--- config.mk ---
export PLATFORM = sky130hd
export DESIGN_NAME = riscv_lsu
export DESIGN_NICKNAME = d
export VERILOG_FILES = /design/src/rtl/riscv_lsu.sv
export SDC_FILE = /design/constraint.sdc
export NUM_CORES = 1
export LEC_CHECK = 0
export CORE_MARGIN = 1
export CORE_UTILIZATION = 30
export CTS_BUF_LIST = sky130_fd_sc_hd__clkbuf_4
export CTS_CLUSTER_DIAMETER = 30
export CTS_CLUSTER_SIZE = 12
export DETAILED_ROUTE_END_ITERATION = 16
export GPL_ROUTABILITY_DRIVEN = 0
export SLEW_MARGIN = 10
export SYNTH_ARGS = -nofsm -noshare
export SYNTH_HDL_FRONTEND = slang
export SYNTH_SLANG_ARGS = --single-unit
--- constraint.sdc ---
create_clock -name clk -period 5 [get_ports clk]
set_clock_uncertainty 0.2 [all_clocks]
set_input_delay 1 -clock clk [delete_from_list [all_inputs] [get_ports clk]]
set_output_delay 1 -clock clk [all_outputs]
set_load 0.005 [all_outputs]
--- src/rtl/riscv_lsu.sv ---
// ============================================================================
// Module   : riscv_lsu
// Purpose  : RV32I load/store unit. It steers byte lanes for stores and
//            extends load data, and it stalls the core while the data memory
//            inserts wait states. Optional macro: RISCV_LSU_MISALIGN_EN.
// Revision : 1.0 - initial release
// ============================================================================
`default_nettype none

module riscv_lsu #(
  parameter int unsigned ADDR_W = 32
) (
  input  logic              clk,
  input  logic              x_reset,
  input  logic              req_valid,
  input  logic              req_we,
  input  logic [2:0]        req_funct3,
  input  logic [ADDR_W-1:0] req_addr,
  input  logic [31:0]       req_wdata,
  output logic              stall,
  output logic              done,
  output logic [31:0]       load_data,
  output logic              misaligned,
  output logic              mem_valid,
  input  logic              mem_ready,
  output logic              mem_we,
  output logic [ADDR_W-1:0] mem_addr,
  output logic [3:0]        mem_be,
  output logic [31:0]       mem_wdata,
  input  logic [31:0]       mem_rdata
);

  typedef enum logic [1:0] {
    S_IDLE = 2'd0,
    S_REQ  = 2'd1,
    S_RESP = 2'd2
  } state_t;

  state_t            r_state;
  state_t            w_next;
  logic              r_we;
  logic [2:0]        r_funct3;
  logic [ADDR_W-1:0] r_addr;
  logic [31:0]       r_wdata;
  logic [31:0]       r_load;
  logic              w_f3_ok;
  logic              w_skip;
  logic              w_accept;
  logic              w_mem_valid;
  logic [3:0]        w_be;
  logic [31:0]       w_wdata;
  logic [7:0]        w_byte;
  logic [15:0]       w_half;
  logic [31:0]       w_ext;

  always_comb begin
    w_f3_ok = 1'b0;
    if (req_we) begin
      w_f3_ok = (req_funct3 == 3'd0) || (req_funct3 == 3'd1) || (req_funct3 == 3'd2);
    end else begin
      w_f3_ok = (req_funct3 == 3'd0) || (req_funct3 == 3'd1) || (req_funct3 == 3'd2) ||
                (req_funct3 == 3'd4) || (req_funct3 == 3'd5);
    end
  end

`ifdef RISCV_LSU_MISALIGN_EN
  logic w_mis_req;
  logic r_mis;

  assign w_mis_req = w_f3_ok &&
                     (((req_funct3[1:0] == 2'b01) && req_addr[0]) ||
                      ((req_funct3[1:0] == 2'b10) && (req_addr[1:0] != 2'b00)));
  assign w_skip    = !w_f3_ok || w_mis_req;
`else
  assign w_skip    = !w_f3_ok;
`endif

  assign w_accept = (r_state == S_IDLE) && req_valid;

  always_ff @(posedge clk or negedge x_reset) begin
    if (!x_reset) begin
      r_state <= S_IDLE;
    end else begin
      r_state <= w_next;
    end
  end

  always_comb begin
    w_next      = r_state;
    stall       = 1'b0;
    done        = 1'b0;
    w_mem_valid = 1'b0;
    case (r_state)
      S_IDLE: begin
        stall = req_valid;
        if (req_valid) begin
          w_next = w_skip ? S_RESP : S_REQ;
        end
      end
      S_REQ: begin
        stall       = 1'b1;
        w_mem_valid = 1'b1;
        if (mem_ready) begin
          w_next = S_RESP;
        end
      end
      S_RESP: begin
        done   = 1'b1;
        w_next = S_IDLE;
      end
      default: w_next = S_IDLE;
    endcase
  end

  // Store lane steering; loads always read the full word.
  always_comb begin
    w_be    = 4'b1111;
    w_wdata = r_wdata;
    if (r_we) begin
      case (r_funct3[1:0])
        2'b00: begin
          w_be    = 4'b0001 << r_addr[1:0];
          w_wdata = {4{r_wdata[7:0]}};
        end
        2'b01: begin
          w_be    = r_addr[1] ? 4'b1100 : 4'b0011;
          w_wdata = {2{r_wdata[15:0]}};
        end
        default: begin
          w_be    = 4'b1111;
          w_wdata = r_wdata;
        end
      endcase
    end
  end

  always_comb begin
    w_byte = mem_rdata[7:0];
    case (r_addr[1:0])
      2'b00:   w_byte = mem_rdata[7:0];
      2'b01:   w_byte = mem_rdata[15:8];
      2'b10:   w_byte = mem_rdata[23:16];
      default: w_byte = mem_rdata[31:24];
    endcase
    w_half = r_addr[1] ? mem_rdata[31:16] : mem_rdata[15:0];
    w_ext  = 32'd0;
    if (!r_we) begin
      case (r_funct3)
        3'd0:    w_ext = {{24{w_byte[7]}}, w_byte};
        3'd4:    w_ext = {24'd0, w_byte};
        3'd1:    w_ext = {{16{w_half[15]}}, w_half};
        3'd5:    w_ext = {16'd0, w_half};
        3'd2:    w_ext = mem_rdata;
        default: w_ext = 32'd0;
      endcase
    end
  end

  always_ff @(posedge clk or negedge x_reset) begin
    if (!x_reset) begin
      r_we     <= 1'b0;
      r_funct3 <= 3'd0;
      r_addr   <= '0;
      r_wdata  <= 32'd0;
      r_load   <= 32'd0;
    end else if (w_accept) begin
      r_we     <= req_we;
      r_funct3 <= req_funct3;
      r_addr   <= req_addr;
      r_wdata  <= req_wdata;
      r_load   <= 32'd0;
    end else if ((r_state == S_REQ) && mem_ready) begin
      r_load   <= w_ext;
    end
  end

`ifdef RISCV_LSU_MISALIGN_EN
  always_ff @(posedge clk or negedge x_reset) begin
    if (!x_reset) begin
      r_mis <= 1'b0;
    end else if (w_accept) begin
      r_mis <= w_mis_req;
    end
  end

  assign misaligned = done && r_mis;
`else
  assign misaligned = 1'b0;
`endif

  assign load_data = done ? r_load : 32'd0;
  assign mem_valid = w_mem_valid;
  assign mem_we    = w_mem_valid && r_we;
  assign mem_addr  = w_mem_valid ? {r_addr[ADDR_W-1:2], 2'b00} : '0;
  assign mem_be    = w_mem_valid ? w_be : 4'b0000;
  assign mem_wdata = w_mem_valid ? w_wdata : 32'd0;

endmodule

`default_nettype wire

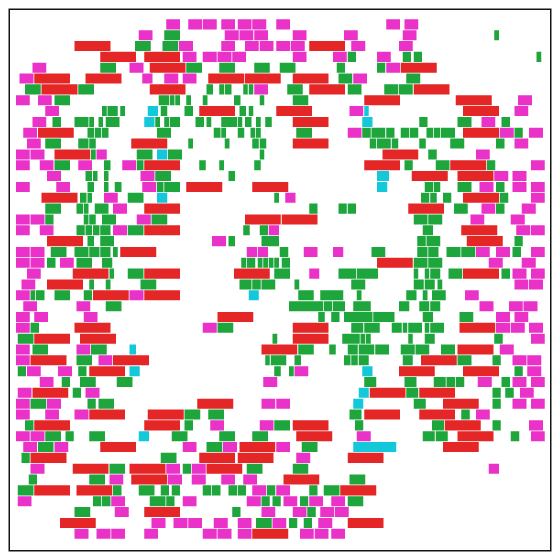
(images/class_map.png)
- remaining buffers and delay cells: magenta (cells 213; share of their area 28%)
- remaining logic cells: green (cells 347; share of their area 35%)
- registers: red (cells 102; share of their area 34%)
- clock drivers and dummy loads: cyan (cells 16; share of their area 1.9%)
Seq area share: 33.2%
Cell Rows: 48
final instance area: 7690 um2

==> run summary <==
fresh numbers from the pnr run: Max-cap violations 0, clk sinks 102, worst slew pin tran 1200 ps, FF-to-FF Start r_funct3[0], asr flop ratio synth 100%, Gate Area 2590 um2, source of the critical timing path r_funct3[1], largest net degree at the start of global routing 73, run status finished, final reports clean, Top area cell types dfrtp_1 48%, mux2_2 14%, and2_1 8.3%, a221o_1 4.3%, mux2i_1 3.2%, layout cells sized above 1 15.6%, Die H 136 um, Worst setup endpoint mem_wdata[31], worst-path cell chain nor2b_2, nor2_1, a211oi_1, clkdlybuf4s50_1, Slew Limit Fails 0, final-stage net count 777, r2r endpoint r_load[4], vias in the first global route 4,685, post-synth top area cell dfrtp_1, Final Non-Filler Cells 904, XOR/XNOR Area Share 0%, Mean Syn Cell Area 10.9 um2, Late-Pin Clk Latency 470 ps, Combinational Gates 343, Synth Area in Simple Gates 16.3%, post-route setup slack 1010 ps, drt drc 0, Hold Crit Class register to register, die area 18,400 um2, IO Count 209, fa+ha+maj area frac 0%, crit share post-route 79.7%, initial antenna violation count 2, CP peak stage delay 750 ps, most numerous logic cells after layout 204 x clkdlybuf4s50_1, 102 x dfrtp_1, 71 x and2_1, 67 x mux2_2, 36 x nand2_1, first-pass GRT wire length 25,800 um, buffering overhead 27.4%, Detailed Routing Iterations Pass 1 4, Buffers excl. clock 213, arrival time worst endpoint 2790 ps
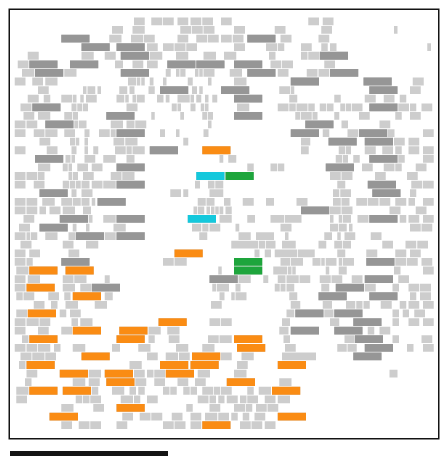
(images/ff_map.png)
Scale bar: 50 um. Other sequential cells in the stronger gray, the rest of the logic in the fainter gray.
- `r_state`: cyan (sequential cells 2)
- `r_funct3`: green (sequential cells 3)
- `r_addr`: orange (sequential cells 32)
sequential power: 1.23 mW
FF/Latch Area: 2550 um2
Post-Route Utilization: 44.3%

==> worst max-delay path, delay by kind of cell, from the launching register on <==
| family | cells | cell delay, ps |
|---|---|---|
| flops | 1 | 550 |
| simple gates | 2 | 860 |
| buf+inv | 1 | 570 |
| compound gates | 1 | 350 |
==> layer usage <==
layer,up-vias,share of wire (%)
li1,2112,-
met1,2215,43
met2,171,47
met3,21,7.6
met4,2,1.7
met5,-,0.079
==> power breakdown <==
part / internal (mW) / total, mW / switching (mW)
sequential: 1.04 / 1.23 / 0.193
clock: 0.157 / 0.437 / 0.281
combinational: 0.607 / 1.11 / 0.502
==> cell families after synthesis <==
group           after synthesis
other cells                   1
buf+inv                      46
compound gates              102
flops                       102
mux                          86
simple gates                152
No activity file was given, so power comes from the tool's default toggle rates.
